run_1/floorplan.png
Scale bar: 50 um. Pins as bars on the die edge.
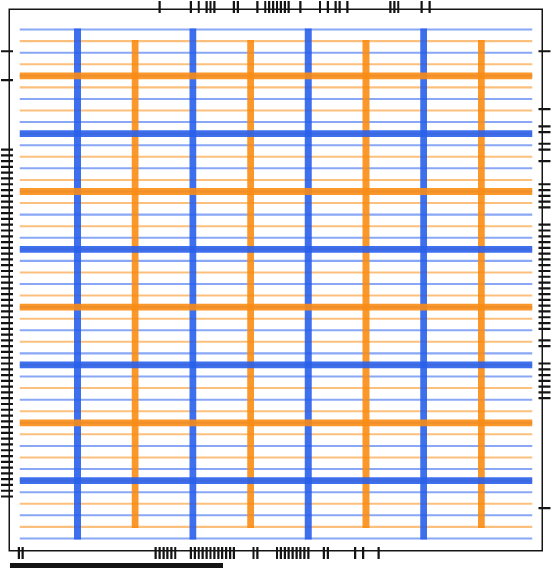
run_1/class_map.png
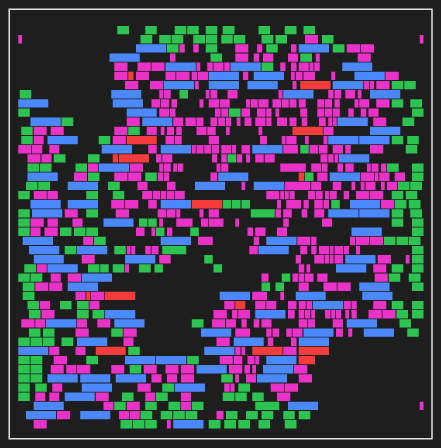
run_1/clock_wires.png
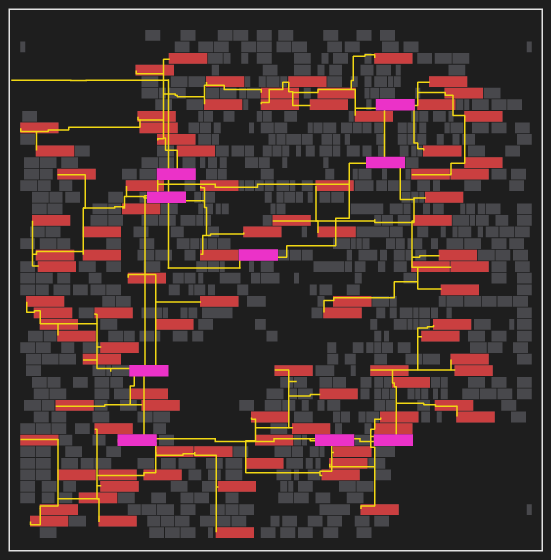
run_1/layers.png
Scale bar: 50 um.
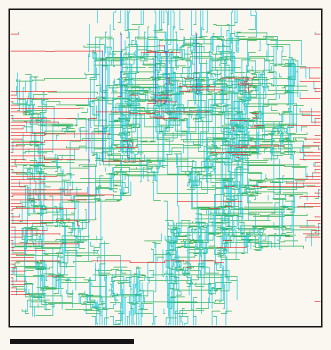
--- src/rtl/if_fetch_pkg.sv ---
// Shared fetch-stage definitions: FSM encoding, reset PC, nop word and word alignment.
package if_fetch_pkg;

    typedef enum logic [1:0] {
        FETCH = 2'd0,
        HOLD  = 2'd1,
        DROP  = 2'd2
    } fetch_state_t;

    localparam logic [31:0] RESET_PC  = 32'h0000_0000;
    localparam logic [31:0] NOP_INSTR = 32'h0000_0000;

    function automatic logic [31:0] align_word(input logic [31:0] addr);
        return addr & ~32'd3;
    endfunction

endpackage

--- src/rtl/if_fetch.sv ---
// Instruction fetch stage: FETCH/HOLD/DROP FSM over a ready-handshake instruction memory.
// Optional counters fetchCount/bubbleCount are built when IF_FETCH_PERF_EN is defined.
module if_fetch
    import if_fetch_pkg::*;
(
    input  logic        clk,
    input  logic        reset,
    input  logic        stall,
    input  logic        redirect,
    input  logic [31:0] redirectTarget,
    output logic        imemReq,
    output logic [31:0] imemAddr,
    input  logic        imemReady,
    input  logic [31:0] imemRdata,
    output logic [31:0] pcAdd4IF,
    output logic [31:0] instructionIF,
    output logic        fetchBusy
`ifdef IF_FETCH_PERF_EN
    ,
    output logic [31:0] fetchCount,
    output logic [31:0] bubbleCount
`endif
);

    fetch_state_t r_state;
    logic [31:0]  r_pc;
    logic [31:0]  r_req_addr;
    logic [31:0]  r_hold_instr;

    logic         w_req;
    logic [31:0]  w_addr;
    logic         w_busy;
    logic [31:0]  w_instr;
    logic [31:0]  w_pc_add4;
    logic [31:0]  w_target;
    logic         w_consume;

    assign w_pc_add4 = r_pc + 32'd4;
    assign w_target  = align_word(redirectTarget);

    // The presented word is consumed only when neither redirect nor stall holds it back.
    assign w_consume = !redirect && !stall &&
                       (((r_state == FETCH) && imemReady) || (r_state == HOLD));

    always_comb begin
        w_req   = 1'b0;
        w_addr  = r_pc;
        w_busy  = 1'b1;
        w_instr = NOP_INSTR;
        case (r_state)
            FETCH: begin
                w_req = 1'b1;
                if (imemReady && !redirect) begin
                    w_busy  = 1'b0;
                    w_instr = imemRdata;
                end
            end
            HOLD: begin
                if (!redirect) begin
                    w_busy  = 1'b0;
                    w_instr = r_hold_instr;
                end
            end
            DROP: begin
                w_req  = 1'b1;
                w_addr = r_req_addr;
            end
            default: begin
                w_req = 1'b0;
            end
        endcase
    end

    always_ff @(posedge clk or posedge reset) begin
        if (reset) begin
            r_state      <= FETCH;
            r_pc         <= RESET_PC;
            r_req_addr   <= RESET_PC;
            r_hold_instr <= NOP_INSTR;
        end else begin
            case (r_state)
                FETCH: begin
                    if (redirect) begin
                        r_pc <= w_target;
                        // A request already on the bus must still complete; remember its address.
                        if (!imemReady) begin
                            r_req_addr <= r_pc;
                            r_state    <= DROP;
                        end
                    end else if (imemReady) begin
                        if (stall) begin
                            r_hold_instr <= imemRdata;
                            r_state      <= HOLD;
                        end else begin
                            r_pc <= w_pc_add4;
                        end
                    end
                end
                HOLD: begin
                    if (redirect) begin
                        r_pc    <= w_target;
                        r_state <= FETCH;
                    end else if (!stall) begin
                        r_pc    <= w_pc_add4;
                        r_state <= FETCH;
                    end
                end
                DROP: begin
                    if (redirect) begin
                        r_pc <= w_target;
                    end
                    if (imemReady) begin
                        r_state <= FETCH;
                    end
                end
                default: begin
                    r_state <= FETCH;
                end
            endcase
        end
    end

    assign imemReq       = w_req;
    assign imemAddr      = w_addr;
    assign fetchBusy     = w_busy;
    assign instructionIF = w_instr;
    assign pcAdd4IF      = w_pc_add4;

`ifdef IF_FETCH_PERF_EN
    logic [31:0] r_fetch_count;
    logic [31:0] r_bubble_count;

    always_ff @(posedge clk or posedge reset) begin
        if (reset) begin
            r_fetch_count  <= 32'd0;
            r_bubble_count <= 32'd0;
        end else begin
            if (w_consume) begin
                r_fetch_count <= r_fetch_count + 32'd1;
            end
            if (w_busy) begin
                r_bubble_count <= r_bubble_count + 32'd1;
            end
        end
    end

    assign fetchCount  = r_fetch_count;
    assign bubbleCount = r_bubble_count;
`else
    logic w_consume_unused;
    assign w_consume_unused = w_consume;
`endif

endmodule

--- config.mk ---
export PLATFORM = sky130hd
export DESIGN_NAME = if_fetch
export DESIGN_NICKNAME = d
export VERILOG_FILES = /design/src/rtl/if_fetch_pkg.sv /design/src/rtl/if_fetch.sv
export SDC_FILE = /design/constraint.sdc
export NUM_CORES = 1
export LEC_CHECK = 0
export ABC_AREA = 0
export CAP_MARGIN = 20
export CORE_AREA = 2 2 123 125
export DETAILED_ROUTE_END_ITERATION = 10
export DIE_AREA = 0 0 125 127
export PLACE_DENSITY_LB_ADDON = 0.3
export SYNTH_ARGS = -nofsm -noshare
export SYNTH_HDL_FRONTEND = slang
export SYNTH_SLANG_ARGS = --single-unit
--- constraint.sdc ---
create_clock -name clk -period 4.25 [get_ports clk]
set_clock_uncertainty 0.2 [all_clocks]
set_input_delay 0.85 -clock clk [delete_from_list [all_inputs] [get_ports clk]]
set_output_delay 0.85 -clock clk [all_outputs]
set_load 0.01 [all_outputs]
==> ci_impl_report.md, run 1 <==
### Metrics collected by this job

| Metric | Value |
|---|---|
| Status | `finished, final reports clean` |
| Top cells excl fill/tap | `clkdlybuf4s50_1 (160), dfrtp_1 (94), mux2_2 (81), nand2_1 (47), nand3_1 (39)` |
| Setup TNS Final | `0 ps` |
| Tap Count | `184` |
| PwrDens | `417 nW/um^2` |
| H-Tree Depth | `3` |
| Most common cell in the netlist | `dfrtp_1` |
| CP Class | `register to output port` |
| Hold wc startpoint | `r_hold_instr[23]` |
| GR Util met2 | `0.327` |
| Worst Hold Slack | `297 ps` |
| Crit path from | `r_pc[14]` |
| Fin cells | `882` |
| FF-to-FF path depth | `6` |
| WL per Instance | `18.4 um` |
| Critical path destination | `pcAdd4IF[31]` |
| Logic area | `3000 sq um` |
| Ys cells | `559` |
| Mux frac, synth | `0.172` |
| Synth cell types | `55` |
| Main synth FF type | `dfrtp_1` |
| Compound Share, Synth | `0.123` |
| RSZ-0062 raised after global routing | `no` |
| Number of synthesized register bits | `94` |
| Yosys Chip Area | `5690 sq um` |
Notes on floorplan.png above:
color	net
blue	VSS
orange	VDD
rows	44
met4 straps	8
signal pins	167
met1 rails	45
VDD IR max: 0.000170 V
die height: 127 um
core area: 14400 sq um
die x size: 125 um

Notes on class_map.png above:
color	class	cells
green	remaining buffers and delay cells	182
magenta	remaining logic cells	407
blue	registers	94
red	clock drivers and dummy loads	15
Seq area share: 0.305
final instance area: 7700 sq um
fin util: 0.534

Notes on clock_wires.png above:
[yellow] clock wires | length: 1290 um
[red] flip-flops | count: 94
[magenta] clock-net drivers | count: 9
routed clock nets	10
flops lie	all over the die
Clock net power: 0.000748 W
clock power share: 0.233
Late-Pin Clk Latency: 350 ps

Notes on layers.png above:
color	layer	wire length
red	M3	1420 um
green	M1	6980 um
cyan	M2	7660 um
blue	M4	188 um
Routed WL: 16.2 mm
gr usage total: 0.204
DR vias: 5089

--- run 2 (diff from run 1) ---
--- a/config.mk
+++ b/config.mk
@@ -14,3 +14,4 @@
 export SYNTH_ARGS = -nofsm -noshare
 export SYNTH_HDL_FRONTEND = slang
 export SYNTH_SLANG_ARGS = --single-unit
+export TNS_END_PERCENT = 5
run_2/floorplan.png
Scale bar: 50 um. Pins as bars on the die edge.
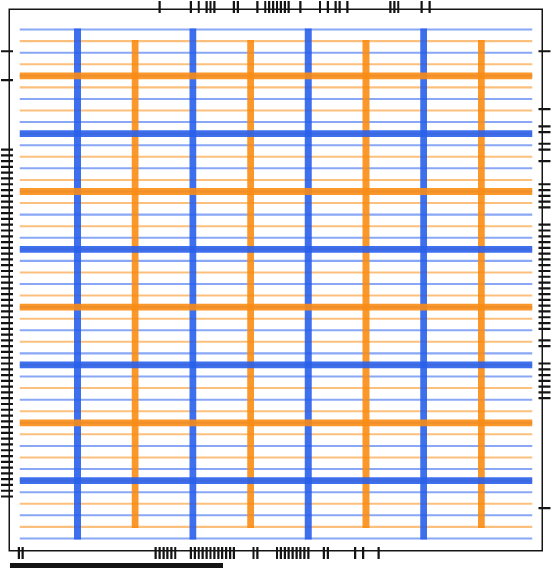
color	net
orange	VDD
blue	VSS
rows	44
met1 rails	45
met4 straps	8
met5 straps	8
signal pins	167

==> run 2 against run 1 <==
  * Count of clock-buffer cells in the layout stayed put
  * Final cell count stayed put
  * Largest cell class unchanged
  * Non-clock buffer count stayed put
  * Critical path type unchanged
  * Fmax stayed put
  * Sequential power is essentially flat
  * Worst setup slack unchanged
  * Critical endpoint unchanged
==> ci_impl_report.md, run 2 <==
### Metrics collected by this job

| Metric | Value |
|---|---|
| Status | `finished, final reports clean` |
| Tap Count | `184 (unchanged)` |
| Die x size | `125 um (unchanged)` |
| Main synth FF type | `dfrtp_1` |
| Synth cell types | `55 (unchanged)` |
| Ys cells | `559 (unchanged)` |
| Top cells excl fill/tap | `clkdlybuf4s50_1 (160), dfrtp_1 (94), mux2_2 (81), nand2_1 (47), nand3_1 (39)` |
| Worst Hold Slack | `297 ps (unchanged)` |
| Clock power share | `0.233 (about the same)` |
| Hold wc startpoint | `r_hold_instr[23]` |
| FF-to-FF path depth | `6 (unchanged)` |
| Critical path destination | `pcAdd4IF[31]` |
| Clock net power | `0.000748 W (about the same)` |
| Core area | `14400 sq um (unchanged)` |
| Compound Share, Synth | `0.123 (unchanged)` |
| VDD IR max | `0.000170 V (unchanged)` |
| Logic area | `3000 sq um (unchanged)` |
| Fin cells | `882 (unchanged)` |
| Routed WL | `16.2 mm (unchanged)` |
| H-Tree Depth | `3 (unchanged)` |
| Number of synthesized register bits | `94 (unchanged)` |
| Final instance area | `7700 sq um (unchanged)` |
| Seq area share | `0.305 (unchanged)` |
| Gr usage total | `0.204 (unchanged)` |
| Die height | `127 um (unchanged)` |
| Crit path from | `r_pc[14]` |
| PwrDens | `417 nW/um^2 (unchanged)` |
| Fin util | `0.534 (unchanged)` |
run_2/congestion_map.png
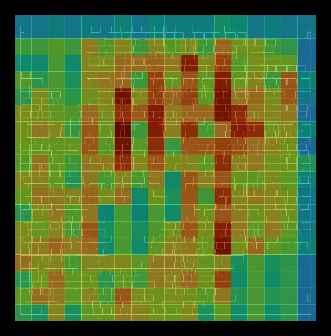
met3 usage: 0.0724
GR Util met2: 0.327
WL per Instance: 18.4 um
gr busiest metal: met2

No activity file was given, so power comes from the tool's default toggle rates.
